### src/rtl/pool_pkg.sv
// Shared definitions for the pooling controller: FSM state encoding, frame
// length default and the beat indices that close each pooled line.
package pool_pkg;

  typedef enum logic [1:0] {
    IDLE  = 2'd0,
    RUN   = 2'd1,
    DRAIN = 2'd2,
    DONE  = 2'd3
  } pool_state_e;

  localparam int unsigned CNT_MAX    = 67;
  localparam int unsigned LINE0_BEAT = 34;
  localparam int unsigned LINE1_BEAT = 50;
  localparam int unsigned LINE2_BEAT = 66;

endpackage

### src/rtl/pool_ctrl_if.sv
// Handshake/status bundle between the convolution engine side and the
// pooling controller; clock and reset are carried separately.
interface pool_ctrl_if #(
  parameter int unsigned CNT_W = 7
);
  logic             start;
  logic             abort;
  logic             conv_vld;
  logic             conv_rdy;
  logic [CNT_W-1:0] cnt;
  logic             in_vld;
  logic             lin_vld;
  logic [1:0]       lin_idx;
  logic             busy;
  logic             done;

  modport master (
    output start, abort, conv_vld,
    input  conv_rdy, cnt, in_vld, lin_vld, lin_idx, busy, done
  );

  modport slave (
    input  start, abort, conv_vld,
    output conv_rdy, cnt, in_vld, lin_vld, lin_idx, busy, done
  );
endinterface

### src/rtl/pool_ctrl.sv
// Frame sequencer for the pooling datapath: counts accepted pixel beats and
// flags the end of each pooled line one cycle after its closing beat.
module pool_ctrl
  import pool_pkg::*;
#(
  parameter int unsigned CNT_MAX = pool_pkg::CNT_MAX,
  parameter int unsigned CNT_W   = $clog2(CNT_MAX + 1)
) (
  input  logic         clk,
  input  logic         rst_n,
  pool_ctrl_if.slave   bus
);

  pool_state_e      state_q, state_d;
  logic [CNT_W-1:0] cnt_q, cnt_d;
  logic             lin_vld_q, lin_vld_d;
  logic [1:0]       lin_idx_q, lin_idx_d;
  logic             done_q, done_d;
  logic             accept;

  // Abort wins over a beat presented in the same cycle.
  assign accept = (state_q == RUN) && bus.conv_vld && !bus.abort;

  always_comb begin
    state_d   = state_q;
    cnt_d     = cnt_q;
    lin_vld_d = 1'b0;
    lin_idx_d = lin_idx_q;
    done_d    = 1'b0;
    unique case (state_q)
      IDLE: begin
        cnt_d = '0;
        if (bus.start) state_d = RUN;
      end
      RUN: begin
        if (bus.abort) begin
          state_d = IDLE;
          cnt_d   = '0;
        end else if (accept) begin
          if (cnt_q == CNT_W'(CNT_MAX)) begin
            state_d = DRAIN;
            cnt_d   = '0;
          end else begin
            cnt_d = cnt_q + CNT_W'(1);
          end
          // Line flags follow the accepted beat index, so stalls never move them.
          if (cnt_q == CNT_W'(LINE0_BEAT)) begin
            lin_vld_d = 1'b1;
            lin_idx_d = 2'd0;
          end else if (cnt_q == CNT_W'(LINE1_BEAT)) begin
            lin_vld_d = 1'b1;
            lin_idx_d = 2'd1;
          end else if (cnt_q == CNT_W'(LINE2_BEAT)) begin
            lin_vld_d = 1'b1;
            lin_idx_d = 2'd2;
          end
        end
      end
      DRAIN: begin
        if (bus.abort) begin
          state_d = IDLE;
        end else begin
          state_d = DONE;
          done_d  = 1'b1;
        end
      end
      DONE: begin
        state_d = IDLE;
      end
      default: begin
        state_d = IDLE;
        cnt_d   = '0;
      end
    endcase
  end

  always_ff @(posedge clk) begin
    if (rst_n) begin
      state_q   <= IDLE;
      cnt_q     <= '0;
      lin_vld_q <= 1'b0;
      lin_idx_q <= 2'd0;
      done_q    <= 1'b0;
    end else begin
      state_q   <= state_d;
      cnt_q     <= cnt_d;
      lin_vld_q <= lin_vld_d;
      lin_idx_q <= lin_idx_d;
      done_q    <= done_d;
    end
  end

  assign bus.conv_rdy = (state_q == RUN);
  assign bus.in_vld   = accept;
  assign bus.cnt      = cnt_q;
  assign bus.lin_vld  = lin_vld_q;
  assign bus.lin_idx  = lin_idx_q;
  assign bus.busy     = (state_q == RUN) || (state_q == DRAIN);
  assign bus.done     = done_q;

endmodule

### src/flat_wrapper.sv
// flat-port wrapper written by rule: the top's interface ports become plain ports
module pool_ctrl_flat import pool_pkg::*;
#(
  parameter int unsigned CNT_MAX = pool_pkg::CNT_MAX,
  parameter int unsigned CNT_W   = $clog2(CNT_MAX + 1)
)
  (clk, rst_n, bus_start, bus_abort, bus_conv_vld, bus_conv_rdy, bus_cnt, bus_in_vld, bus_lin_vld, bus_lin_idx, bus_busy, bus_done);
  pool_ctrl_if #(.CNT_W(CNT_W)) bus_i ();
  input  logic clk;
  input  logic rst_n;
  input wire logic [$bits(bus_i.start)-1:0] bus_start;
  input wire logic [$bits(bus_i.abort)-1:0] bus_abort;
  input wire logic [$bits(bus_i.conv_vld)-1:0] bus_conv_vld;
  output wire logic [$bits(bus_i.conv_rdy)-1:0] bus_conv_rdy;
  output wire logic [$bits(bus_i.cnt)-1:0] bus_cnt;
  output wire logic [$bits(bus_i.in_vld)-1:0] bus_in_vld;
  output wire logic [$bits(bus_i.lin_vld)-1:0] bus_lin_vld;
  output wire logic [$bits(bus_i.lin_idx)-1:0] bus_lin_idx;
  output wire logic [$bits(bus_i.busy)-1:0] bus_busy;
  output wire logic [$bits(bus_i.done)-1:0] bus_done;
  assign bus_i.start = bus_start;
  assign bus_i.abort = bus_abort;
  assign bus_i.conv_vld = bus_conv_vld;
  assign bus_conv_rdy = bus_i.conv_rdy;
  assign bus_cnt = bus_i.cnt;
  assign bus_in_vld = bus_i.in_vld;
  assign bus_lin_vld = bus_i.lin_vld;
  assign bus_lin_idx = bus_i.lin_idx;
  assign bus_busy = bus_i.busy;
  assign bus_done = bus_i.done;
  pool_ctrl #(.CNT_MAX(CNT_MAX), .CNT_W(CNT_W)) u_core (.clk(clk), .rst_n(rst_n), .bus(bus_i));
endmodule
### config.mk
export PLATFORM = sky130hd
export DESIGN_NAME = pool_ctrl_flat
export DESIGN_NICKNAME = d
export VERILOG_FILES = /design/src/rtl/pool_pkg.sv /design/src/rtl/pool_ctrl_if.sv /design/src/rtl/pool_ctrl.sv /design/src/flat_wrapper.sv
export SDC_FILE = /design/constraint.sdc
export NUM_CORES = 1
export LEC_CHECK = 0
export CAP_MARGIN = 20
export CORE_MARGIN = 2
export CORE_UTILIZATION = 40
export CTS_CLUSTER_DIAMETER = 200
export DETAILED_ROUTE_END_ITERATION = 8
export PLACE_DENSITY = 0.73
export SLEW_MARGIN = 20
export SYNTH_ARGS = -nofsm -noshare
export SYNTH_HDL_FRONTEND = slang
export SYNTH_SLANG_ARGS = --single-unit
export TNS_END_PERCENT = 30
### constraint.sdc
create_clock -name clk -period 2.35 [get_ports clk]
set_input_delay 0.235 -clock clk [delete_from_list [all_inputs] [get_ports clk]]
set_output_delay 0.235 -clock clk [all_outputs]
set_load 0.1 [all_outputs]
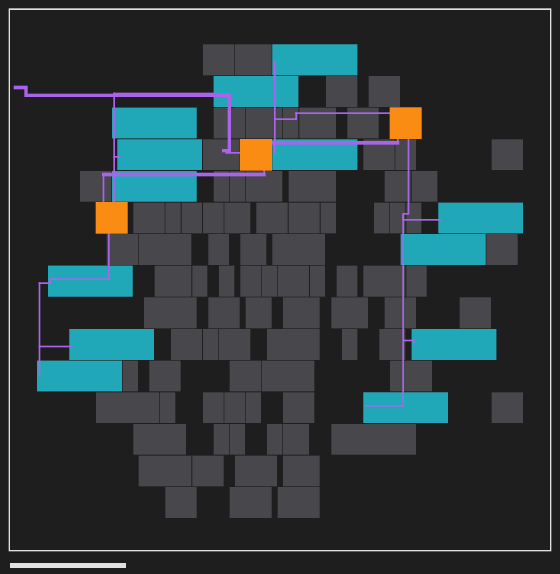
Run 1: clock distribution
Scale bar: 10 um.
- orange: clock-net drivers (count 3)
- purple: clock wires (length 154 um)
- cyan: flip-flops (count 13)
- routed clock nets: 4
Clk power: 0.133 mW
Clock Power Share: 0.191

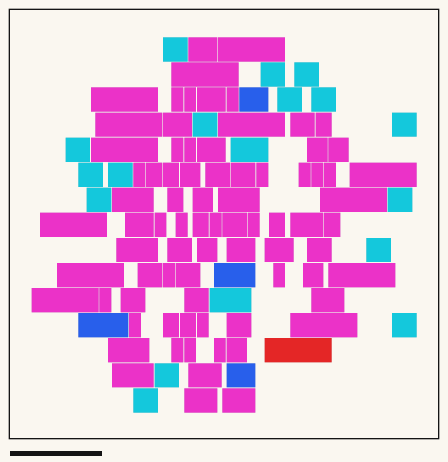
Run 1: cell sizes after repair
Scale bar: 10 um.
- red: x6 and larger (cells 1; share 0.98%; most used buf_12)
- magenta: x1 and smaller (cells 79; share 77%)
- blue: x2 (cells 4; share 3.9%)
- cyan: x3 and x4 (cells 18; share 18%; most used buf_4)
Layout area overhead: 28.8%
non-clock buffer count: 18

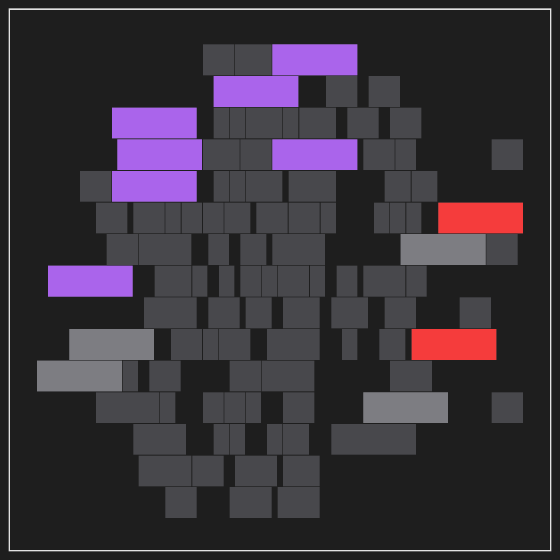
Run 1: where the registers sit
Other sequential cells in the stronger grey, the rest of the logic in the fainter grey.
- purple: `u_core.bus.cnt` (sequential cells 7)
- red: `u_core.bus.lin_idx` (sequential cells 2)
Power Sequential: 0.243 mW
Final Util: 0.544

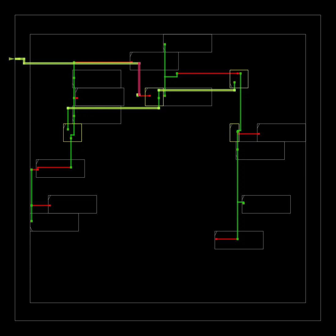
Run 1: clock wiring as the flow saved it
clk sink count: 13
total CTS buffers: 3

[run 1: cell usage after synthesis, types with 2 or more instances]
| cell | instances | share of area |
|---|---|---|
| inv_1 | 6 | 0.031 |
| xnor2_1 | 5 | 0.061 |
| dfxtp_1 | 13 | 0.36 |
| clkbuf_1 | 2 | 0.010 |
| nor3b_1 | 3 | 0.031 |
| o21ai_0 | 2 | 0.014 |
| a41oi_1 | 2 | 0.024 |
| or4_1 | 2 | 0.021 |
| nand3_1 | 3 | 0.021 |
| nor4_1 | 2 | 0.017 |
| nor3_1 | 3 | 0.021 |
| ha_1 | 6 | 0.10 |
| o31ai_1 | 3 | 0.031 |
| nand2_1 | 2 | 0.010 |
| nor2_1 | 13 | 0.068 |
[run 1: state kept, by name, summed over array words and instances, names as in the netlist]
signal,flops
u_core.bus.cnt,7
u_core.bus.lin_idx,2
u_core.state_q,2
u_core.bus.done,1
u_core.bus.lin_vld,1
[run 1: path summary, 6_finish.rpt]
| path | cells after the start | slack [ps] | from | end |
|---|---|---|---|---|
| worst min register to register | 2 | 500 | u_core.bus.lin_idx[0] | u_core.bus.lin_idx[0] |
| worst min-delay path | 2 | 500 | u_core.bus.lin_idx[0] | u_core.bus.lin_idx[0] |
| worst max-delay path | 6 | 510 | u_core.state_q[1] | u_core.bus.cnt[6] |
| worst max register to register | 6 | 510 | u_core.state_q[1] | u_core.bus.cnt[6] |
[run 1: kinds of logic after synthesis]
group                    Yosys count  share of synthesized area
AND-OR/OR-AND                     14                      0.137
adder cells (fa/ha/maj)            6                      0.104
AND/OR/NAND/NOR                   35                      0.274
buffers and inverters              9                     0.0486
flip-flops                        13                      0.361
XOR/XNOR                           5                     0.0608
multiplexers                       1                     0.0139
==> impl_metrics.yaml, run 1 <==
# implementation run metrics
cells_and_area:
  seq_share: 0.280
  clockBufferCount: 4
  comb_cells: 61
  logic_area_sq_um: 430
  top_area_cell_class: "combinational gates"
  inv_count: 6
  ff_count: 13
  stdcell_count: 127
  sh_comb_area: 0.464
  layout.nonclk_buf_frac: 0.170
  fin_nets: 114
  layout-drive-gt1-share: 0.225
  area.sequential_sq_um: 260
  fillers: 156
detailed_routing:
  drc: 0
  ant_nets: 0
  drtPass1Iterations: 4
  vias: 628
  wl_met2_um: 640
  wl_met3_um: 89
  routed_wl_mm: 1.37
  top_layer_used: "met4"
  wl_per_cell_um: 10.8
  drt_iter0_drc: 18
synth:
  synth_seq_share: 0.361
  synth-main-ff-cell: "dfxtp_1"
  async_flop_share: 0
  yosys-stat-cells: 83
  ys_ff: 13
  ys.warnings.count: 0
  synthCells: 83
  syn_area_per_cell_sq_um: 8.68
  synthDistinctLibCells: 31
  fp_nets: 94
  synthesis.area_sq_um: 721
power_and_ir_drop:
  power-top-group: "combinational logic"
  power_density_nw_per_um2: 749
  p_switching_mw: 0.312
  seq_power_share: 0.350
  p_comb_mw: 0.319
  p_int_mw: 0.383
  comb_power_share: 0.459
  leakagePower_nw: 0.363
  ir_worst_vdd_mv: 0.441
  switching_share: 0.449
timing:
  finalCritPeriodShare: 0.783
  setup_ws_ps: 511
  min_period_ps: 1840
  tns_ps: 0
  max-slew-margin-rel: 0.702
  worst_slew_pin_slew_ps: 446
  rsz0062_at_grt: "no"
  hold_viol: 0
  finClkSkew_ps: 6.67
clocking:
  clk_path_buf_depth: 2
  postCtsResizedCells: 0
  post_cts_buffers: 0
  clk_latency_ps: 270
  cts_hold_buf: 0
  clk_pin_slew_ps: 80
  htree_levels: 1
  cts_tree: "done"
status:
  status: "completed"
placed_design:
  dpl_cell_area_sq_um: 902
  dpl_worst_slack_ps: 382
  dp_hpwl_mm: 1.09
  placed_cells: 123
floorplan:
  core-area_sq_um: 1710
  tapCellCount: 25
  die_h_um: 46.4
  ioPinCount: 19
  fp_util: 0.422
global_route:
  busiest_layer: "met2"
  grt_pass1_wl_mm: 2.29
  grt.met1_usage: 0.191
  grt_overflow: 0
  grt_pass1_vias: 559
  use_met3: 0.0667
  grt_max_degree: 11
  grtUsageTotal: 0.149
  grt_util_met2: 0.222
flow_run:
  warnings: 30
  maxCapViolCount: 0
worst_setup_path:
  crit_chain: "inv_1 -> ha_2 -> nor3b_2 -> or2_0 -> or4_4 -> a21oi_2"
  worst-path-buf-inv: 1
  cp_top_family: "simple AND/OR/NAND/NOR gates"
  critPathLaunchType: "register"
  cp.required_ps: 2560
  max_stage_delay_ps: 540
  crit_path_end_kind: "register"
  path_class: "register to register"
  crit_fanout: 6
  arrival_ps: 2050
  cp_slowest_cell: "or4_4"
min_path:
  min_path_type: "register to register"
--- run 2 (diff from run 1) ---
clock period = 1.7 ns   (was 2.35 ns; I/O delays follow)
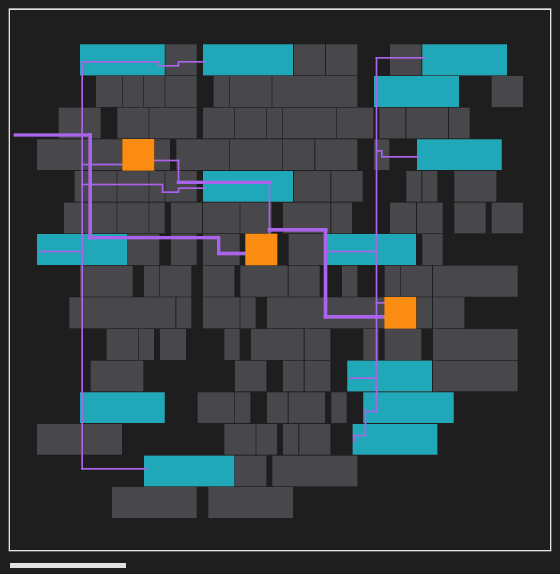
Run 2: clock distribution
Scale bar: 10 um.
clk_lat worst skew: 280 ps
worst setup skew after layout: 5.93 ps
Clock Power Share: 0.169
Clk power: 0.195 mW

==> run 2 against run 1 <==
Synthesized cell count did not move; count of clock-buffer cells in the layout did not move; clock power is 47% higher; cell count grew 12%.
==> impl_metrics.yaml, run 2 <==
# implementation run metrics
floorplan:
  ioPinCount: 19
  die_h_um: 46.4
  fp_util: 0.422
  fp.dieW_um: 46.4
  core-area_sq_um: 1710
  dieArea_sq_um: 2160
  row_count: 15
power_and_ir_drop:
  p_int_mw: 0.660
  power_density_nw_per_um2: 965
  seq_power_share: 0.296
  p_switching_mw: 0.495
  ir_worst_vdd_mv: 0.874
  switching_share: 0.428
  comb_power_share: 0.535
  leakagePower_nw: 0.472
  power_mw: 1.16
global_route:
  grt_pass1_vias: 660
  grt_pass1_wl_mm: 2.92
  grt_max_degree: 11
  grtUsageTotal: 0.200
  antenna_found_initial: 0
  grt_overflow: 0
detailed_routing:
  vias: 718
  via_per_inst: 5.06
  drtPass1Iterations: 4
  ant_nets: 0
  drt_iter0_drc: 23
  wl_per_cell_um: 13.0
  drc: 0
  routed_wl_mm: 1.84
placed_design:
  gp_congestion: 0.853
  placed_cells: 136
  dpl_cell_area_sq_um: 1120
  dpl_worst_slack_ps: -83.1
  dp_hpwl_mm: 1.37
  port_buffers: 18
timing:
  setup_ws_ps: 44.7
  setup_violations: 0
  hold_slack_ps: 494
  hold_viol: 0
  clock.fmax_ghz: 0.604
  worst_slew_pin_slew_ps: 332
  rsz0062_at_grt: "yes"
  drv_slew: 0
  min_period_ps: 1660
  finalCritPeriodShare: 0.974
  max-slew-margin-rel: 0.778
  tns_ps: 0
worst_setup_path:
  crit_fanout: 4
  r2r_start: "u_core.state_q[1]"
  cp.required_ps: 1910
  cp_top_family: "simple AND/OR/NAND/NOR gates"
  crit_chain: "inv_4 -> ha_4 -> nor3b_2 -> or2_4 -> or4_4 -> a21oi_2"
  max_stage_delay_ps: 480
  startpoint: "u_core.state_q[1]"
  worst-path-buf-inv: 1
  arrival_ps: 1870
  path_class: "register to register"
  crit_path_end_kind: "register"
  cp_slowest_cell: "or4_4"
  critPathLaunchType: "register"
clocking:
  cts_buffers: 3
  root_buffer: "clkbuf_4"
  cts_sinks: 13
  clk_path_buf_depth: 2
  cts_tree: "done"
  htree_levels: 1
  cts_hold_buf: 0
  clk_pin_slew_ps: 80
synth:
  async_flop_share: 0
  fp_nets: 94
  yosys-stat-cells: 83
  ys_ff: 13
  synth-main-ff-cell: "dfxtp_1"
  syn_area_per_cell_sq_um: 8.68
  edf_count: 0
  synthesis.area_sq_um: 721
  synthDistinctLibCells: 31
  synthTopCellsByCount: "13 x dfxtp_1, 13 x nor2_1, 6 x ha_1, 6 x inv_1, 5 x xnor2_1"
  synth_seq_share: 0.361
  top_cells_by_area: "dfxtp_1 36%, ha_1 10%, nor2_1 6.8%"
  synthCells: 83
  largest_area_cell: "dfxtp_1"
  synth_chip_area_sq_um: 721
  ys.warnings.count: 0
  top_area_frac: 0.361
cells_and_area:
  largest_reg_flops: 7
  stdcell_count: 142
  synthToLayoutAreaGrowth_pct: 66.1
  layout-drive-gt1-share: 0.427
  n_antenna_cell: 0
  final_area_sq_um: 1200
  layout.cells.most_common: "buf_4"
  fin_nets: 129
  final_util: 0.701
  final_cell_mix: "19 x buf_4, 12 x nor2_1, 9 x buf_12"
min_path:
  min_path_type: "register to register"
  min_from: "u_core.bus.lin_idx[0]"
status:
  status: "completed"
flow_run:
  warnings: 32
  maxCapViolCount: 0
==> run 2: cell families (layout without fill, tap and decap cells) <==
family	after synthesis	count (layout)	synth area share
xor gates and xnor gates	5	5	0.0608
and+or+nand+nor	35	35	0.274
DFF	13	13	0.361
muxes	1	1	0.0139
buffers and inverters	9	43	0.0486
AOI/OAI and AO/OA	14	14	0.137
adders and majority gates	6	6	0.104
==> run 2: layout make-up <==
class | count | area (sq um)
Clock buffer | 4 | 26.3
Fill cell | 122 | 510
Inverter | 6 | 25.0
Multi-Input combinational cell | 61 | 473
Sequential cell | 13 | 268
Tap cell | 25 | 31.3
Timing Repair Buffer | 33 | 374
==> run 2: worst paths after layout <==
check | cells past startpoint | slack [ps] | end
worst max register to register | 6 | 40 | u_core.bus.cnt[6]
worst min register to register | 2 | 490 | u_core.bus.lin_idx[0]
worst min-delay path | 2 | 490 | u_core.bus.lin_idx[0]
worst max-delay path | 6 | 40 | u_core.bus.cnt[6]
==> run 2: what timing repair did <==
action / 4_1_cts / 5_1_grt
pin swaps: 2 / 2
gates resized: 2 / 6
buffers inserted: 2 / 0
endpoints found under the setup margin: 1 / 9
==> run 2: per-layer routing <==
| metal | global-route usage | wire length (um) | vias up |
|---|---|---|---|
| met5 | 0 | 0 | - |
| met4 | 0.0686 | 16 | 0 |
| met3 | 0.0745 | 89 | 4 |
| met2 | 0.350 | 998 | 19 |
| met1 | 0.218 | 739 | 333 |
| li1 | - | - | 362 |
==> run 2: power by group through the flow <==
stage | Clock [mW] | Combinational (mW) | Sequential [mW]
after floorplan | 0 | 0.314 | 0.416
after global placement | 0 | 0.562 | 0.347
after detailed placement | 0 | 0.571 | 0.349
after CTS | 0.205 | 0.589 | 0.342
after global routing | 0.219 | 0.652 | 0.344
final | 0.195 | 0.618 | 0.342
Power is estimated from default activity; no workload was simulated.
